--- src/rtl/bus_arb_if.sv ---
// Bundled master/slave-side signals of the two-master arbiter.
// The arbiter uses the slave modport; the surrounding environment uses the master modport.
interface bus_arb_if #(
    parameter int AW = 16,
    parameter int DW = 8
);
    logic          m0_valid, m1_valid;
    logic          m0_write, m1_write;
    logic [AW-1:0] m0_addr, m1_addr;
    logic [DW-1:0] m0_wdata, m1_wdata;
    logic          m0_ready, m1_ready;
    logic [DW-1:0] m0_rdata, m1_rdata;
    logic          s_valid, s_write;
    logic [AW-1:0] s_addr;
    logic [DW-1:0] s_wdata;
    logic          s_ready;
    logic [DW-1:0] s_rdata;
    logic          owner, busy, err, err_clr;

    modport slave (
        input  m0_valid, m1_valid, m0_write, m1_write, m0_addr, m1_addr,
               m0_wdata, m1_wdata, s_ready, s_rdata, err_clr,
        output m0_ready, m1_ready, m0_rdata, m1_rdata,
               s_valid, s_write, s_addr, s_wdata, owner, busy, err
    );

    modport master (
        output m0_valid, m1_valid, m0_write, m1_write, m0_addr, m1_addr,
               m0_wdata, m1_wdata, s_ready, s_rdata, err_clr,
        input  m0_ready, m1_ready, m0_rdata, m1_rdata,
               s_valid, s_write, s_addr, s_wdata, owner, busy, err
    );
endinterface

--- src/rtl/bus_arb.sv ---
// Two-master round-robin arbiter for the four-phase valid/ready bus, holding each
// grant for a whole transfer, with a watchdog that aborts transfers the slave never acks.
module bus_arb #(
    parameter int AW  = 16,
    parameter int DW  = 8,
    parameter int TMO = 255
) (
    input  logic       clk,
    input  logic       rstb,
    bus_arb_if.slave   bus
);
    typedef enum logic [1:0] {IDLE = 2'd0, REQ = 2'd1, REL = 2'd2, ABT = 2'd3} st_t;

    localparam logic [15:0] TMO_LAST = 16'(TMO - 1);

    st_t           st_q, st_d;
    logic          owner_q, owner_d;
    logic          err_q, err_d;
    logic [15:0]   tcnt_q, tcnt_d;

    logic          own_valid_s;
    logic          own_ready_s;
    logic [DW-1:0] own_rdata_s;
    logic          s_valid_s;
    logic          err_set_s;
    logic [AW-1:0] s_addr_s;

    assign own_valid_s = owner_q ? bus.m1_valid : bus.m0_valid;
    assign s_addr_s    = owner_q ? bus.m1_addr  : bus.m0_addr;

    // Next-state, arbitration, watchdog and owner-side handshake
    always_comb begin
        st_d        = st_q;
        owner_d     = owner_q;
        tcnt_d      = tcnt_q;
        err_set_s   = 1'b0;
        s_valid_s   = 1'b0;
        own_ready_s = 1'b0;
        own_rdata_s = {DW{1'b0}};
        case (st_q)
            IDLE: begin
                tcnt_d = 16'd0;
                if (bus.m0_valid || bus.m1_valid) begin
                    st_d = REQ;
                    // On a tie the previous owner yields
                    if (bus.m0_valid && bus.m1_valid) begin
                        owner_d = ~owner_q;
                    end else begin
                        owner_d = bus.m1_valid;
                    end
                end else begin
                    st_d = IDLE;
                end
            end
            REQ: begin
                s_valid_s   = own_valid_s;
                own_ready_s = bus.s_ready;
                own_rdata_s = bus.s_rdata;
                if (bus.s_ready) begin
                    st_d = REL;
                end else if (tcnt_q == TMO_LAST) begin
                    st_d      = ABT;
                    err_set_s = 1'b1;
                end else begin
                    tcnt_d = tcnt_q + 16'd1;
                end
            end
            REL: begin
                own_ready_s = own_valid_s | bus.s_ready;
                own_rdata_s = bus.s_rdata;
                if (!own_valid_s && !bus.s_ready) begin
                    st_d = IDLE;
                end else begin
                    st_d = REL;
                end
            end
            ABT: begin
                own_ready_s = 1'b1;
                own_rdata_s = {DW{1'b1}};
                if (!own_valid_s && !bus.s_ready) begin
                    st_d = IDLE;
                end else begin
                    st_d = ABT;
                end
            end
            default: begin
                st_d = IDLE;
            end
        endcase

        // A new timeout overrides a clear request in the same cycle
        if (err_set_s) begin
            err_d = 1'b1;
        end else if (bus.err_clr) begin
            err_d = 1'b0;
        end else begin
            err_d = err_q;
        end
    end

    // State, owner, error flag and watchdog counter registers
    always_ff @(posedge clk or negedge rstb) begin
        if (!rstb) begin
            st_q    <= IDLE;
            owner_q <= 1'b1;
            err_q   <= 1'b0;
            tcnt_q  <= 16'd0;
        end else begin
            st_q    <= st_d;
            owner_q <= owner_d;
            err_q   <= err_d;
            tcnt_q  <= tcnt_d;
        end
    end

    assign bus.s_valid  = s_valid_s;
    assign bus.s_addr   = s_addr_s;
    assign bus.s_write  = owner_q ? bus.m1_write : bus.m0_write;
    assign bus.s_wdata  = owner_q ? bus.m1_wdata : bus.m0_wdata;
    assign bus.m0_ready = ~owner_q & own_ready_s;
    assign bus.m1_ready = owner_q & own_ready_s;
    assign bus.m0_rdata = owner_q ? {DW{1'b0}} : own_rdata_s;
    assign bus.m1_rdata = owner_q ? own_rdata_s : {DW{1'b0}};
    assign bus.owner    = owner_q;
    assign bus.busy     = (st_q != IDLE);
    assign bus.err      = err_q;
endmodule

--- src/flat_wrapper.sv ---
// flat-port wrapper written by rule: the top's interface ports become plain ports
module bus_arb_flat 
#(
    parameter int AW  = 16,
    parameter int DW  = 8,
    parameter int TMO = 255
)
  (clk, rstb, bus_m0_valid, bus_m1_valid, bus_m0_write, bus_m1_write, bus_m0_addr, bus_m1_addr, bus_m0_wdata, bus_m1_wdata, bus_s_ready, bus_s_rdata, bus_err_clr, bus_m0_ready, bus_m1_ready, bus_m0_rdata, bus_m1_rdata, bus_s_valid, bus_s_write, bus_s_addr, bus_s_wdata, bus_owner, bus_busy, bus_err);
  bus_arb_if #(.AW(AW), .DW(DW)) bus_i ();
  input  logic clk;
  input  logic rstb;
  input wire logic [$bits(bus_i.m0_valid)-1:0] bus_m0_valid;
  input wire logic [$bits(bus_i.m1_valid)-1:0] bus_m1_valid;
  input wire logic [$bits(bus_i.m0_write)-1:0] bus_m0_write;
  input wire logic [$bits(bus_i.m1_write)-1:0] bus_m1_write;
  input wire logic [$bits(bus_i.m0_addr)-1:0] bus_m0_addr;
  input wire logic [$bits(bus_i.m1_addr)-1:0] bus_m1_addr;
  input wire logic [$bits(bus_i.m0_wdata)-1:0] bus_m0_wdata;
  input wire logic [$bits(bus_i.m1_wdata)-1:0] bus_m1_wdata;
  input wire logic [$bits(bus_i.s_ready)-1:0] bus_s_ready;
  input wire logic [$bits(bus_i.s_rdata)-1:0] bus_s_rdata;
  input wire logic [$bits(bus_i.err_clr)-1:0] bus_err_clr;
  output wire logic [$bits(bus_i.m0_ready)-1:0] bus_m0_ready;
  output wire logic [$bits(bus_i.m1_ready)-1:0] bus_m1_ready;
  output wire logic [$bits(bus_i.m0_rdata)-1:0] bus_m0_rdata;
  output wire logic [$bits(bus_i.m1_rdata)-1:0] bus_m1_rdata;
  output wire logic [$bits(bus_i.s_valid)-1:0] bus_s_valid;
  output wire logic [$bits(bus_i.s_write)-1:0] bus_s_write;
  output wire logic [$bits(bus_i.s_addr)-1:0] bus_s_addr;
  output wire logic [$bits(bus_i.s_wdata)-1:0] bus_s_wdata;
  output wire logic [$bits(bus_i.owner)-1:0] bus_owner;
  output wire logic [$bits(bus_i.busy)-1:0] bus_busy;
  output wire logic [$bits(bus_i.err)-1:0] bus_err;
  assign bus_i.m0_valid = bus_m0_valid;
  assign bus_i.m1_valid = bus_m1_valid;
  assign bus_i.m0_write = bus_m0_write;
  assign bus_i.m1_write = bus_m1_write;
  assign bus_i.m0_addr = bus_m0_addr;
  assign bus_i.m1_addr = bus_m1_addr;
  assign bus_i.m0_wdata = bus_m0_wdata;
  assign bus_i.m1_wdata = bus_m1_wdata;
  assign bus_i.s_ready = bus_s_ready;
  assign bus_i.s_rdata = bus_s_rdata;
  assign bus_i.err_clr = bus_err_clr;
  assign bus_m0_ready = bus_i.m0_ready;
  assign bus_m1_ready = bus_i.m1_ready;
  assign bus_m0_rdata = bus_i.m0_rdata;
  assign bus_m1_rdata = bus_i.m1_rdata;
  assign bus_s_valid = bus_i.s_valid;
  assign bus_s_write = bus_i.s_write;
  assign bus_s_addr = bus_i.s_addr;
  assign bus_s_wdata = bus_i.s_wdata;
  assign bus_owner = bus_i.owner;
  assign bus_busy = bus_i.busy;
  assign bus_err = bus_i.err;
  bus_arb #(.AW(AW), .DW(DW), .TMO(TMO)) u_core (.clk(clk), .rstb(rstb), .bus(bus_i));
endmodule
--- config.mk ---
export PLATFORM = sky130hd
export DESIGN_NAME = bus_arb_flat
export DESIGN_NICKNAME = d
export VERILOG_FILES = /design/src/rtl/bus_arb_if.sv /design/src/rtl/bus_arb.sv /design/src/flat_wrapper.sv
export SDC_FILE = /design/constraint.sdc
export NUM_CORES = 1
export LEC_CHECK = 0
export CELL_PAD_IN_SITES_DETAIL_PLACEMENT = 0
export CELL_PAD_IN_SITES_GLOBAL_PLACEMENT = 1
export CORE_UTILIZATION = 27
export CTS_BUF_LIST = sky130_fd_sc_hd__clkbuf_16
export CTS_CLUSTER_DIAMETER = 80
export CTS_CLUSTER_SIZE = 8
export DETAILED_ROUTE_END_ITERATION = 10
export GPL_TIMING_DRIVEN = 0
export PLACE_DENSITY_LB_ADDON = 0.1
export SYNTH_ARGS = -nofsm -noshare
export SYNTH_HDL_FRONTEND = slang
export SYNTH_SLANG_ARGS = --single-unit
export TNS_END_PERCENT = 20
--- constraint.sdc ---
create_clock -name clk -period 5.26 [get_ports clk]
set_input_delay 1.052 -clock clk [delete_from_list [all_inputs] [get_ports clk]]
set_output_delay 1.052 -clock clk [all_outputs]
set_load 0.005 [all_outputs]
run_1/placed.png
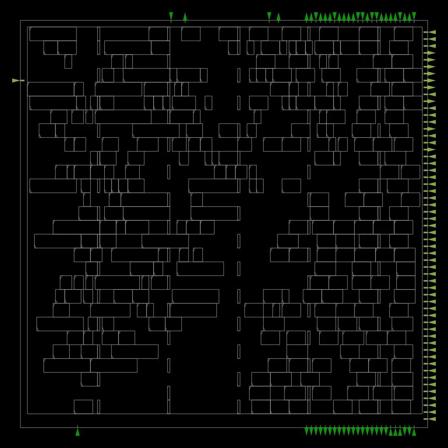
flop share of the area: 17.0%
Cell Rows: 28
Util after Layout: 49.8%
Tap Cells: 75

run_1/m3.png
Bar = 20 um.
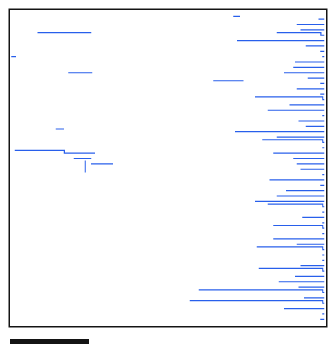
longest straight run: 33.6 um
share of all routed wire: 9.0%
main direction: horizontal
WL final: 6020 um
via count: 1823
met3 usage: 4.09%

run_1/closeup.png
Region (20, 4) to (60, 44) um. Cells in gray, sequential cells in the stronger gray; small squares are vias.
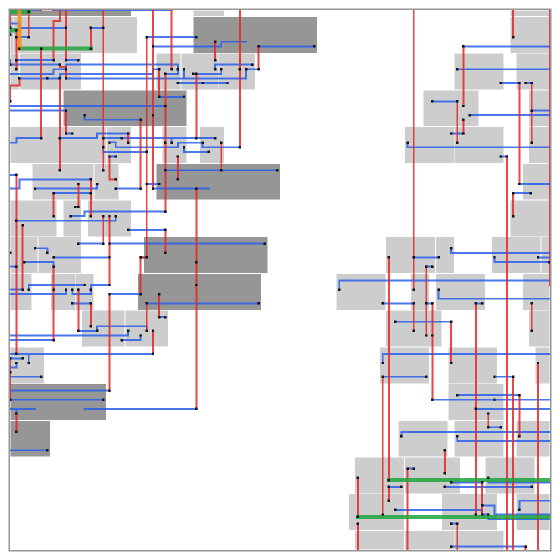
legend:
  M3:
    color: green
  M1:
    color: blue
  M2:
    color: red
  M4:
    color: orange
cells with their middle in the window: 55
netlist names of flops here include: `u_core.tcnt_q` (6)
sequential cells in the window: 6
most frequent: clkdlybuf4s50_1 (20), mux2_2 (7), dfrtp_1 (6)

run_1/layers.png
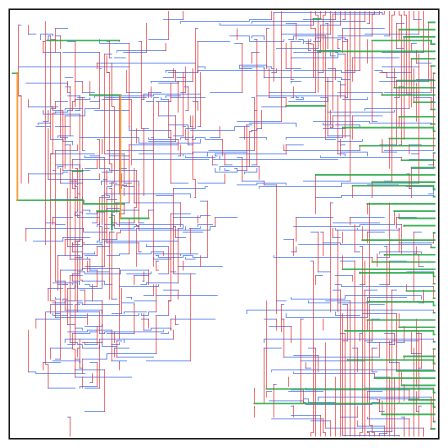
legend:
  M4:
    color: orange
    wire_length: 46.9 um
  M2:
    color: red
    wire_length: 2790 um
  M3:
    color: green
    wire_length: 541 um
  M1:
    color: blue
    wire_length: 2640 um

==> out/results.tsv, run 1 <==
stage	metric	value	unit
layout	most frequent logic cell in the layout	clkdlybuf4s50_1	
run_status	status	finished, final reports clean	
worst_setup_path	flop2flop setup slack	2.79	ns
yosys	MUX share of area	19.0	%
global_routing	GR peak layer	met2	
layout	layout cells sized above 1	12.9	%
layout	# fillers	571	
yosys	asr flop ratio synth	100	%
timing	unrepaired setup endpoints after global routing	no	
yosys	syn_nets	251	
timing	Fin Hold WS	0.528	ns
die	die area	6430	sq um
global_routing	total grt overflow	0	
worst_setup_path	FF-to-FF End	u_core.tcnt_q[13]	
die	fp_density	27.9	%
placement	gpl congestion	0.785	
flow_run	max_cap viols	0	
yosys	register area share after synthesis	30.4	%
global_routing	total track usage	18.3	%
cts	clock sinks	20	
pwr	Max VDD drop	260	uV
pwr	Leakage	1.19	nW
routing	Iter 0 DRT Violations	50	
yosys	Netlist cell types	46	
yosys	yosys xor share	4.25	%
routing	First-pass DRT Iterations	5	
layout	most frequently placed logic cells in the final layout	clkdlybuf4s50_1, mux2_2, nor2_1	
die	Die H	80.2	um
min_path	hold path start	u_core.tcnt_q[3]	
worst_setup_path	most used cell, CP	clkdlybuf4s50_1	
timing	setup violators final	0	
layout	multi-input combinational area share	36.6	%
global_routing	vias in the first global route	1702	
yosys	Cell Area, Synth	1650	sq um
worst_setup_path	reg2reg start	u_core.st_q[1]	
min_path	min-delay worst type	reg2reg	
routing	DR vias/cell	4.93	
worst_setup_path	Max stage delay on crit path	0.54	ns
yosys	fa+ha+maj area frac	4.55	%
pwr	post-layout power	1.21	mW
layout	MI comb cells	144	
layout	ANT cells	0	
flow_run	Tool Warnings	30	
global_routing	largest net degree at the start of global routing	21	
worst_setup_path	critical path, cell by cell	clkdlybuf4s50_1 -> nand2b_1 -> a221oi_1 -> nor3b_1 -> clkdlybuf4s50_1	
die	Die X	80.2	um
placement	hpwl dp	4840	um
layout	seq_cells	20	
routing	Wirelength per Cell	16.3	um
layout	Layout clock area frac	3.56	%
yosys	aoi share	17.1	%
routing	Post-route DRC	0	
global_routing	first-pass GRT wire length	8950	um
timing	Clock Skew	0.00312	ns
cts	Insertion Delay late pin	0.26	ns
die	Ports	111	
yosys	yosys synthesis chip area	1650	sq um
layout	NonClk Buf Share	38.8	%
timing	Max-slew headroom	37.8	%
timing	Final Max Tran Viols	0	
pwr	PwrDens	412	nW/um^2
yosys	synthesized area per cell	9.12	sq um
worst_setup_path	crit path to	bus_m1_ready	
min_path	hold worst-path end	u_core.tcnt_q[3]	
yosys	ys flops	20	
die	core outline area	5920	sq um
layout	dominant kind of cell	non-clock buffers	
layout	design area	2950	sq um
-- run 1: report_power, final --
part	internal, mW	switching [mW]	leakage, nW	total [mW]
Clock	0.151	0.0598	0.0511	0.211
Combinational	0.455	0.348	0.870	0.803
Sequential	0.176	0.0247	0.270	0.201
-- run 1: worst register-to-register path, stage by stage, from the launching register on --
cell and delay (ns):
dfrtp_1 0.41, inv_1 0.11, ha_1 0.14, clkbuf_1 0.37, nand4b_1 0.23, nor4_1 0.60
nand3_1 0.18, xnor2_1 0.16, a22o_1 0.17
-- run 1: cell usage after synthesis (2+ instances only) --
master / number / area (sq um)
a21o_1: 2 / 15.0
nand3_1: 11 / 55.1
nand2b_1: 3 / 18.8
ha_1: 6 / 75.1
dfrtp_1: 19 / 475
xor2_1: 2 / 17.5
a31oi_1: 2 / 12.5
nand2_1: 5 / 18.8
a21oi_1: 14 / 70.1
mux2i_1: 2 / 20.0
nor3_1: 4 / 20.0
nor2_1: 22 / 82.6
nand4b_1: 2 / 17.5
clkbuf_1: 7 / 26.3
buf_1: 3 / 11.3
nor2b_1: 2 / 12.5
o21ai_1: 2 / 10.0
inv_1: 6 / 22.5
xnor2_1: 6 / 52.6
a22o_1: 8 / 70.1
mux2_2: 26 / 293
and3_1: 3 / 18.8
-- run 1: layer usage --
| layer | vias to the layer above | share of wire [%] |
|---|---|---|
| met5 | - | 0 |
| met4 | 0 | 0.76 |
| met3 | 4 | 9.0 |
| met2 | 73 | 46 |
| met1 | 850 | 44 |
| li1 | 896 | - |
-- run 1: state kept, by name, indices dropped and copies added, names as in the netlist --
signal,count
u_core.tcnt_q,16
u_core.bus.owner,1
u_core.st_q,2
u_core.bus.err,1
run_1/clock_wires.png
Bar = 20 um.
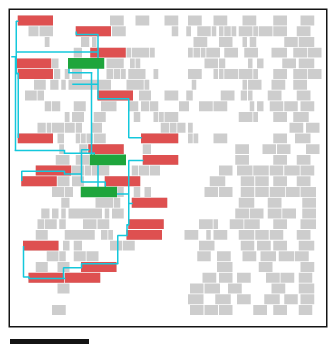

==> run 2, diff against run 1 <==
--- a/config.mk
+++ b/config.mk
@@ -7,7 +7,7 @@
 export LEC_CHECK = 0
 export CELL_PAD_IN_SITES_DETAIL_PLACEMENT = 0
 export CELL_PAD_IN_SITES_GLOBAL_PLACEMENT = 1
-export CORE_UTILIZATION = 27
+export CORE_UTILIZATION = 22
 export CTS_BUF_LIST = sky130_fd_sc_hd__clkbuf_16
 export CTS_CLUSTER_DIAMETER = 80
 export CTS_CLUSTER_SIZE = 8
==> constraint.sdc (replaced) <==
create_clock -name clk -period 3.2 [get_ports clk]
set_input_delay 0.64 -clock clk [delete_from_list [all_inputs] [get_ports clk]]
set_output_delay 0.64 -clock clk [all_outputs]
set_load 0.005 [all_outputs]
run_2/clock_wires.png
Bar = 20 um.
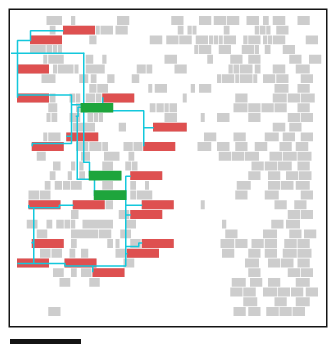
legend:
  flip-flops:
    color: red
    count: 20
  clock-net drivers:
    color: green
    count: 3
  clock wires:
    color: cyan
    length: 304 um
routed clock nets: 4
Clock Skew: 0.00151 ns
clock power share: 13.5%
Power Clock: 260 uW
Insertion Delay late pin: 0.25 ns

run_2/placed.png
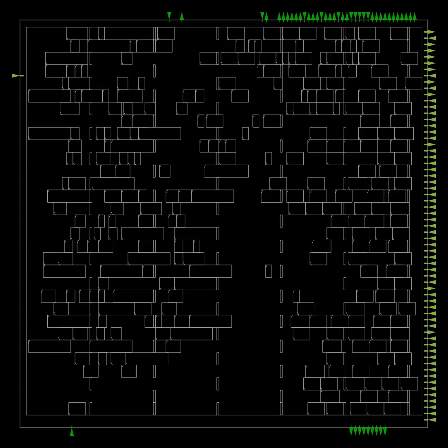
flop share of the area: 16.9%
# fillers: 753
Tap Cells: 99
core outline area: 7250 sq um

==> out/results.tsv, run 2 <==
stage	metric	value	unit	change
run_status	status	finished, final reports clean		unchanged
routing	DR vias/cell	4.57		was 4.93
yosys	syn_nets	251		unchanged
placement	Placement Setup Slack	0.152	ns	was 1.44 ns
yosys	leading area contributor after synthesis	dfrtp_1		unchanged
layout	most frequently placed logic cells in the final layout	clkdlybuf4s50_1, mux2_2, nor2_1		unchanged
pwr	internal power	1.21	mW	was 782 uW
die	fp_density	22.8	%	was 27.9%
routing	First-pass DRT Iterations	4		was 5
yosys	ys flops	20		unchanged
die	die area	7850	sq um	was 6430 sq um
timing	setup violators final	0		unchanged
yosys	register area share after synthesis	30.4	%	unchanged
layout	most frequent logic cell in the layout	clkdlybuf4s50_1		unchanged
placement	# port buffers	110		unchanged
worst_setup_path	most used cell, CP	clkbuf_1		was clkdlybuf4s50_1
layout	ANT cells	0		unchanged
pwr	Leakage	1.18	nW	was 1.19 nW
worst_setup_path	WP buf/inv	3		was 2
worst_setup_path	flop2flop setup slack	0.76	ns	was 2.79 ns
yosys	top-count cell post-synth	mux2_2		unchanged
pwr	Flop pwr share	17.0	%	was 16.5%
worst_setup_path	CP Class	reg2out		was in2out
placement	hpwl dp	4990	um	was 4840 um
pwr	switching share of power	37.4	%	was 35.6%
layout	max FFs per register	16		unchanged
yosys	Main synth FF type	dfrtp_1		unchanged
cts	Post-CTS Setup Bufs	0		unchanged
placement	dpl cells	390		was 366
timing	Final Max Tran Viols	0		unchanged
worst_setup_path	reg2reg start	u_core.st_q[1]		unchanged
cts	htree depth	1		unchanged
worst_setup_path	delay-heaviest family, CP	buffers and inverters		unchanged
pwr	Psw	721	uW	was 433 uW
timing	unrepaired setup endpoints after global routing	yes		was no
timing	Fin Hold WS	0.519	ns	was 0.528 ns
yosys	Top cells by area	dfrtp_1, mux2_2, nor2_1		unchanged
die	Die H	88.6	um	was 80.2 um
cts	clock sinks	20		unchanged
cts	CTS tree	done		unchanged
die	Ports	111		unchanged
routing	Iter 0 DRT Violations	36		was 50
worst_setup_path	slowest stage cell, crit path	clkdlybuf4s50_1		unchanged
layout	fin nets	366		unchanged
layout	layout cells sized above 1	13.2	%	was 12.9%
layout	Biggest register	u_core.tcnt_q		unchanged
global_routing	largest net degree at the start of global routing	21		unchanged
layout	Top Registers	u_core.tcnt_q (16), u_core.st_q (2)		unchanged
flow_run	max_cap viols	0		unchanged
worst_setup_path	FF-to-FF End	u_core.tcnt_q[15]		was u_core.tcnt_q[13]
yosys	asr flop ratio synth	100	%	unchanged
layout	design area	2960	sq um	was 2950 sq um
worst_setup_path	crit path to	bus_m1_rdata[1]		was bus_m1_ready
pwr	post-layout power	1.93	mW	was 1.21 mW
global_routing	total grt overflow	0		unchanged
worst_setup_path	crit path launch type	register		was input pin
yosys	Post-synth top cells	mux2_2, nor2_1, dfrtp_1, a21oi_1, nand3_1		unchanged
die	Cell Rows	31		was 28
worst_setup_path	Reg2Reg Depth	8		unchanged
worst_setup_path	critical path, cell by cell	clkbuf_1 -> clkbuf_1 -> nand2_1 -> nor2_1 -> clkdlybuf4s50_1		was clkdlybuf4s50_1 -> nand2b_1 -> a221oi_1 -> nor3b_1 -> clkdlybuf4s50_1
yosys	synthesized area per cell	9.12	sq um	unchanged
routing	Post-route DRC	0		unchanged
yosys	area share, top type	28.8	%	unchanged
worst_setup_path	WP data required	2.56	ns	was 4.21 ns
pwr	Max VDD drop	310	uV	was 260 uV
yosys	Netlist cell types	46		unchanged
layout	Util after Layout	40.8	%	was 49.8%
die	Die X	88.6	um	was 80.2 um
global_routing	first-pass GRT wire length	9110	um	was 8950 um
timing	final worst-path cycle share	94.9	%	
placement	gpl congestion	0.754		was 0.785
pwr	Comb pwr share	69.6	%	was 66.1%
yosys	Cell Area, Synth	1650	sq um	unchanged
timing	Max-slew headroom	37.3	%	was 37.8%
cts	Clock transition at path regs	0.06	ns	about the same
min_path	min-delay worst type	reg2reg		unchanged
global_routing	vias in the first global route	1679		was 1702
pwr	PwrDens	652	nW/um^2	was 412 nW/um^2
flow_run	Tool Warnings	31		was 30
yosys	yosys synthesis chip area	1650	sq um	unchanged
worst_setup_path	Max stage delay on crit path	0.53	ns	was 0.54 ns
layout	Reg area	502	sq um	unchanged
run_2/layers.png
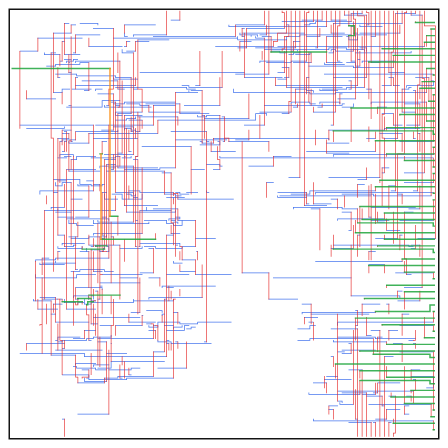
Wirelength per Cell: 15.5 um
via count: 1801
WL final: 6100 um
total track usage: 15.3%

-- run 2: cell counts after synthesis --
Identical to the previous run, type by type.
-- run 2: kinds of logic after synthesis --
logic type | synth area share, %
simple gates | 20.6
compound gates | 17.1
mux | 19.0
flops | 30.4
buf+inv | 4.09
xor+xnor | 4.25
fa+ha+maj | 4.55
-- run 2: power groups by stage --
stage	combinational, mW	clock [mW]	sequential, mW
finish	1.34	0.260	0.327
global route	1.47	0.279	0.336
CTS	1.35	0.269	0.328
detailed placement	1.35	0	0.332
global placement	1.35	0	0.333
floorplan	0.621	0	0.324
-- run 2: worst min path at each step --
| stage | to | cells past startpoint | start | slack (ns) |
|---|---|---|---|---|
| floorplan | u_core.bus.err | 0 | rstb | 0.34 |
| global placement | u_core.tcnt_q[4] | 1 | u_core.tcnt_q[4] | 0.50 |
| detailed placement | u_core.tcnt_q[4] | 1 | u_core.tcnt_q[4] | 0.51 |
| CTS | u_core.tcnt_q[3] | 1 | u_core.tcnt_q[3] | 0.52 |
| global route | u_core.tcnt_q[4] | 1 | u_core.tcnt_q[4] | 0.53 |
| finish | u_core.tcnt_q[3] | 1 | u_core.tcnt_q[3] | 0.52 |
-- run 2: cell type report --
class                   instances  share of cell area, %
repair buffers                110                   37.2
multi-input cells             144                   36.7
flip-flops and latches         20                   16.9
well taps                      99                   4.18
clock buffers                   3                   2.53
plain buffers                  11                   1.56
inverters                       6                  0.760
clock inverters                 1                  0.127
-- run 2: per-layer routing --
metal / GRT usage [%] / up-vias / wire (um)
met5: 0 / - / 0
met4: 3.52 / 0 / 48
met3: 3.45 / 4 / 579
met2: 25.7 / 85 / 2730
met1: 19.9 / 825 / 2740
li1: - / 887 / -
-- run 2: timing repair --
item,CTS,global route
setup endpoints to repair,0,8
hold buffers,0,0
gates resized,0,3
Power is estimated from default activity; no workload was simulated.
